File: src/rtl/mul_signed_bw_pipe_if.sv
// mul_signed_bw_pipe_if: operand/mask bundle in and result out, each with valid/ready.
interface mul_signed_bw_pipe_if #(
    parameter int IN_W       = 8,
    parameter int OUT_W      = 2*IN_W,
    parameter int N_BIT_RES  = OUT_W-4,
    parameter int N_BIT_APPR = IN_W-1
);
    logic                  i_valid;
    logic                  o_ready;
    logic [IN_W-1:0]       i_a;
    logic [IN_W-1:0]       i_b;
    logic [N_BIT_RES-1:0]  i_res_mask;
    logic [N_BIT_APPR-1:0] i_appr_mask;
    logic                  o_valid;
    logic                  i_ready;
    logic [OUT_W-1:0]      o_res;
    modport slave (
        input  i_valid, i_a, i_b, i_res_mask, i_appr_mask, i_ready,
        output o_ready, o_valid, o_res
    );
    modport master (
        output i_valid, i_a, i_b, i_res_mask, i_appr_mask, i_ready,
        input  o_ready, o_valid, o_res
    );
endinterface

File: src/rtl/mul_signed_bw_pipe.sv
// mul_signed_bw_pipe: pipelined signed Baugh-Wooley multiplier with approximation and precision masks.
// MUL_ZERO_GATE_EN: zero operands freeze the datapath registers and only a zero flag travels.
module mul_signed_bw_pipe #(
    parameter int IN_W        = 8,
    parameter int OUT_W       = 2*IN_W,
    parameter int N_BIT_RES   = OUT_W-4,
    parameter int N_BIT_APPR  = IN_W-1,
    parameter int PIPE_STAGES = 2
) (
    input logic                 i_clk,
    input logic                 i_rst,
    input logic                 i_flush,
    mul_signed_bw_pipe_if.slave bus
);
`ifdef MUL_ZERO_GATE_EN
    localparam bit ZG = 1'b1;
`else
    localparam bit ZG = 1'b0;
`endif
    // Baugh-Wooley correction constants at columns IN_W and OUT_W-1
    localparam logic [OUT_W-1:0] BW_ONES = (OUT_W'(1) << IN_W) | (OUT_W'(1) << (OUT_W-1));

    typedef struct packed {
        logic [OUT_W-1:0]     lo;
        logic [OUT_W-1:0]     hi;
        logic                 sgn;
        logic [N_BIT_RES-1:0] rm;
    } mid_t;

    logic                   rdy_q;
    logic                   ready;
    logic                   advance;
    logic                   accept;
    logic                   zero_in;
    logic [PIPE_STAGES-1:0] vld_q;
    logic [PIPE_STAGES-1:0] vld_d;
    logic [OUT_W-1:0]       appr_ext;
    logic [OUT_W-1:0]       row;
    logic                   pp;
    mid_t                   mid_d;
    mid_t                   fin_src;
    logic                   fin_zero;
    logic [OUT_W-1:0]       papp;
    logic [OUT_W-1:0]       res_d;
    logic [OUT_W-1:0]       o_res_q;

    assign advance     = ~vld_q[PIPE_STAGES-1] | bus.i_ready;
    assign ready       = advance & rdy_q;
    assign accept      = bus.i_valid & ready;
    assign zero_in     = ~|bus.i_a | ~|bus.i_b;
    assign appr_ext    = {{(OUT_W-N_BIT_APPR){1'b1}}, bus.i_appr_mask};
    assign bus.o_ready = ready;
    assign bus.o_valid = vld_q[PIPE_STAGES-1];
    assign bus.o_res   = o_res_q;

    always_ff @(posedge i_clk or posedge i_rst) begin
        if (i_rst) rdy_q <= 1'b0;
        else rdy_q <= 1'b1;
    end

    // Partial-product rows split into two halves so the first register sits mid-tree
    always_comb begin
        mid_d.lo = BW_ONES;
        mid_d.hi = '0;
        row = '0;
        pp = 1'b0;
        for (int i = 0; i < IN_W; i++) begin
            row = '0;
            for (int j = 0; j < IN_W; j++) begin
                pp = bus.i_a[j] & bus.i_b[i];
                if ((i == IN_W-1) != (j == IN_W-1)) pp = ~pp;
                if (!appr_ext[i+j]) pp = 1'b0;
                row[i+j] = pp;
            end
            if (i < IN_W/2) mid_d.lo = mid_d.lo + row;
            else mid_d.hi = mid_d.hi + row;
        end
        mid_d.sgn = (bus.i_a[IN_W-1] ^ bus.i_b[IN_W-1]) & ~zero_in;
        mid_d.rm  = bus.i_res_mask;
    end

    always_comb begin
        vld_d = vld_q;
        if (advance) begin
            vld_d[0] = accept;
            for (int s = 1; s < PIPE_STAGES; s++) vld_d[s] = vld_q[s-1];
        end
        if (i_flush) vld_d = '0;
    end

    always_ff @(posedge i_clk or posedge i_rst) begin
        if (i_rst) vld_q <= '0;
        else vld_q <= vld_d;
    end

    generate
        if (PIPE_STAGES > 1) begin : g_mid
            mid_t                   m_q [PIPE_STAGES-1];
            logic [PIPE_STAGES-2:0] z_q;
            always_ff @(posedge i_clk or posedge i_rst) begin
                if (i_rst) begin
                    for (int s = 0; s < PIPE_STAGES-1; s++) m_q[s] <= '0;
                    z_q <= '0;
                end else if (advance) begin
                    if (vld_d[0] && !(ZG && zero_in)) m_q[0] <= mid_d;
                    z_q[0] <= zero_in;
                    for (int s = 1; s < PIPE_STAGES-1; s++) begin
                        if (vld_d[s] && !(ZG && z_q[s-1])) m_q[s] <= m_q[s-1];
                        z_q[s] <= z_q[s-1];
                    end
                end
            end
            assign fin_src  = m_q[PIPE_STAGES-2];
            assign fin_zero = z_q[PIPE_STAGES-2];
        end else begin : g_direct
            assign fin_src  = mid_d;
            assign fin_zero = zero_in;
        end
    endgenerate

    always_comb begin
        papp  = fin_src.lo + fin_src.hi;
        res_d = papp;
        for (int k = 0; k < N_BIT_RES; k++) res_d[k+4] = fin_src.rm[k] ? papp[k+4] : fin_src.sgn;
    end

    // Only a real bundle reaching the output may touch o_res
    always_ff @(posedge i_clk or posedge i_rst) begin
        if (i_rst) o_res_q <= '0;
        else if (advance && vld_d[PIPE_STAGES-1]) o_res_q <= (ZG && fin_zero) ? '0 : res_d;
    end
endmodule

File: src/flat_wrapper.sv
// flat-port wrapper written by rule: the top's interface ports become plain ports
module mul_signed_bw_pipe_flat 
#(
    parameter int IN_W        = 8,
    parameter int OUT_W       = 2*IN_W,
    parameter int N_BIT_RES   = OUT_W-4,
    parameter int N_BIT_APPR  = IN_W-1,
    parameter int PIPE_STAGES = 2
)
  (i_clk, i_rst, i_flush, bus_i_valid, bus_i_a, bus_i_b, bus_i_res_mask, bus_i_appr_mask, bus_i_ready, bus_o_ready, bus_o_valid, bus_o_res);
  mul_signed_bw_pipe_if #(.IN_W(IN_W), .OUT_W(OUT_W), .N_BIT_RES(N_BIT_RES), .N_BIT_APPR(N_BIT_APPR)) bus_i ();
  input logic i_clk;
  input logic i_rst;
  input logic i_flush;
  input wire logic [$bits(bus_i.i_valid)-1:0] bus_i_valid;
  input wire logic [$bits(bus_i.i_a)-1:0] bus_i_a;
  input wire logic [$bits(bus_i.i_b)-1:0] bus_i_b;
  input wire logic [$bits(bus_i.i_res_mask)-1:0] bus_i_res_mask;
  input wire logic [$bits(bus_i.i_appr_mask)-1:0] bus_i_appr_mask;
  input wire logic [$bits(bus_i.i_ready)-1:0] bus_i_ready;
  output wire logic [$bits(bus_i.o_ready)-1:0] bus_o_ready;
  output wire logic [$bits(bus_i.o_valid)-1:0] bus_o_valid;
  output wire logic [$bits(bus_i.o_res)-1:0] bus_o_res;
  assign bus_i.i_valid = bus_i_valid;
  assign bus_i.i_a = bus_i_a;
  assign bus_i.i_b = bus_i_b;
  assign bus_i.i_res_mask = bus_i_res_mask;
  assign bus_i.i_appr_mask = bus_i_appr_mask;
  assign bus_i.i_ready = bus_i_ready;
  assign bus_o_ready = bus_i.o_ready;
  assign bus_o_valid = bus_i.o_valid;
  assign bus_o_res = bus_i.o_res;
  mul_signed_bw_pipe #(.IN_W(IN_W), .OUT_W(OUT_W), .N_BIT_RES(N_BIT_RES), .N_BIT_APPR(N_BIT_APPR), .PIPE_STAGES(PIPE_STAGES)) u_core (.i_clk(i_clk), .i_rst(i_rst), .i_flush(i_flush), .bus(bus_i));
endmodule
File: config.mk
export PLATFORM = sky130hd
export DESIGN_NAME = mul_signed_bw_pipe_flat
export DESIGN_NICKNAME = d
export VERILOG_FILES = /design/src/rtl/mul_signed_bw_pipe_if.sv /design/src/rtl/mul_signed_bw_pipe.sv /design/src/flat_wrapper.sv
export SDC_FILE = /design/constraint.sdc
export NUM_CORES = 1
export LEC_CHECK = 0
export CORE_MARGIN = 2
export CORE_UTILIZATION = 40
export CTS_BUF_LIST = sky130_fd_sc_hd__clkbuf_2 sky130_fd_sc_hd__clkbuf_4 sky130_fd_sc_hd__clkbuf_8
export DETAILED_ROUTE_END_ITERATION = 10
export GPL_ROUTABILITY_DRIVEN = 1
export PLACE_DENSITY_LB_ADDON = 0.25
export SYNTH_ARGS = -nofsm -noshare
export SYNTH_HDL_FRONTEND = slang
export SYNTH_SLANG_ARGS = --single-unit
File: constraint.sdc
create_clock -name i_clk -period 4.81 [get_ports i_clk]
set_input_delay 0.962 -clock i_clk [delete_from_list [all_inputs] [get_ports i_clk]]
set_output_delay 0.962 -clock i_clk [all_outputs]
set_load 0.03 [all_outputs]
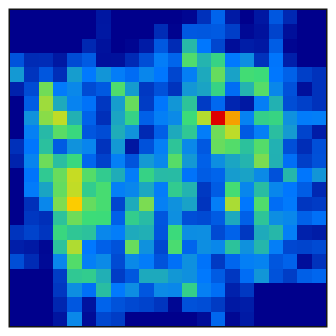
(wire density map)
22 x 22 tiles, from dark blue (low) to red (high), scaled to the fullest tile. Values are wire area over tile area, all layers added.
fullest tile = 0.56
tiles over half the peak = 8.5%
nearly empty tiles = 17%
mean over tiles = 0.13
final WL: 10.1 mm
via count: 3,791
DR WL/cell: 13.6 um

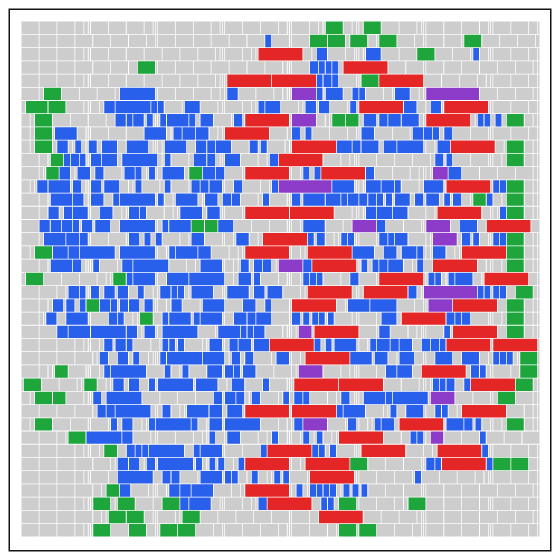
(placement by cell class)
Fill, decap, tap and diode cells in grey.
all other logic -> blue  # cells 454, share of their area 56%
other buffers and delay cells -> green  # cells 73, share of their area 13%
clock drivers and dummy loads -> purple  # cells 16, share of their area 4.6%
flip-flops -> red  # cells 58, share of their area 27%
utilization after layout: 49.9%
row count: 39
Final Cell Area: 5650 um2

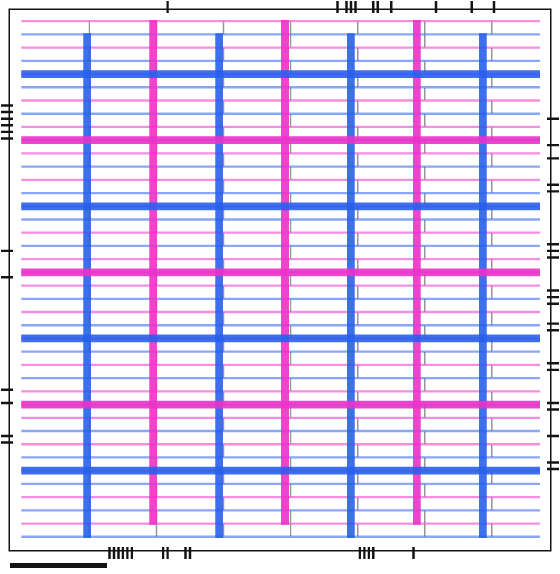
(floorplan with the power grid)
Scale bar: 20 um. Pins as bars on the die edge. Tap cells in grey.
VSS -> blue
VDD -> magenta
signal pins = 58
tap cells = 143
rows = 39
Die Ht: 111 um
Die X-Extent: 111 um
Max VDD drop: 322 uV

==> reports/results.txt <==
Status -> completed
Hold path depth -> 2
Crit. End Element -> flip-flop
Top-Level Pins -> 58
Hold worst-path end -> u_core.bus.o_res[5]
Mapped Cells -> 532
Length of routed met3 wiring -> 347 um
Max reg flops -> 39
M2 GR Usage -> 29.0%
Adder Share, Synth -> 20.9%
PD cells -> 386 nW/um2
Number of instances in the placed design -> 728
Seq pwr share -> 32.0%
TritonRoute pass-1 iters -> 4
Die area -> 12,300 um2
Sw Share -> 36.2%
Worst flop-to-flop path startpoint -> u_core.vld_q[1]
Critical path capture point -> u_core.fin_src[28]
GRT met3 Usage -> 1.64%
Ant. Diodes -> 0
Synthesis area per yosys -> 4590 um2
XORs/XNORs by Area -> 3.63%
Mi-comb count -> 409
RR Endpoint -> u_core.fin_src[28]
Worst setup startpoint -> bus_i_b[5]
Post-Syn Nets -> 635
Critical path's slowest cell -> clkdlybuf4s50_1
Relative slew slack -> 32.3%
CTS tree -> yes
Layout cell share with drive strength beyond 1 -> 7.32%
Final Max Tran Viols -> 0
EDFF count, synth -> 0
Cts repair resizes -> 0
Uppermost layer routed -> met4
Num CTS Buffers -> 9
Bufs w/o clock -> 73
WP depth -> 15
Gr ovfl total -> 0
Crit path DAT -> 4.69 ns
Initial antenna violation count -> 0
# setup viols final -> 0
Simple Share, Synth -> 22.2%
Largest net degree at the start of global routing -> 35
Fp util -> 40.5%
Final Hold Vio Count -> 0
Wire length on met2 -> 4.73 mm
OpenROAD warnings -> 26
CTS sink count -> 58
Power figures rest on the tool's default switching activity, not on a simulated workload.
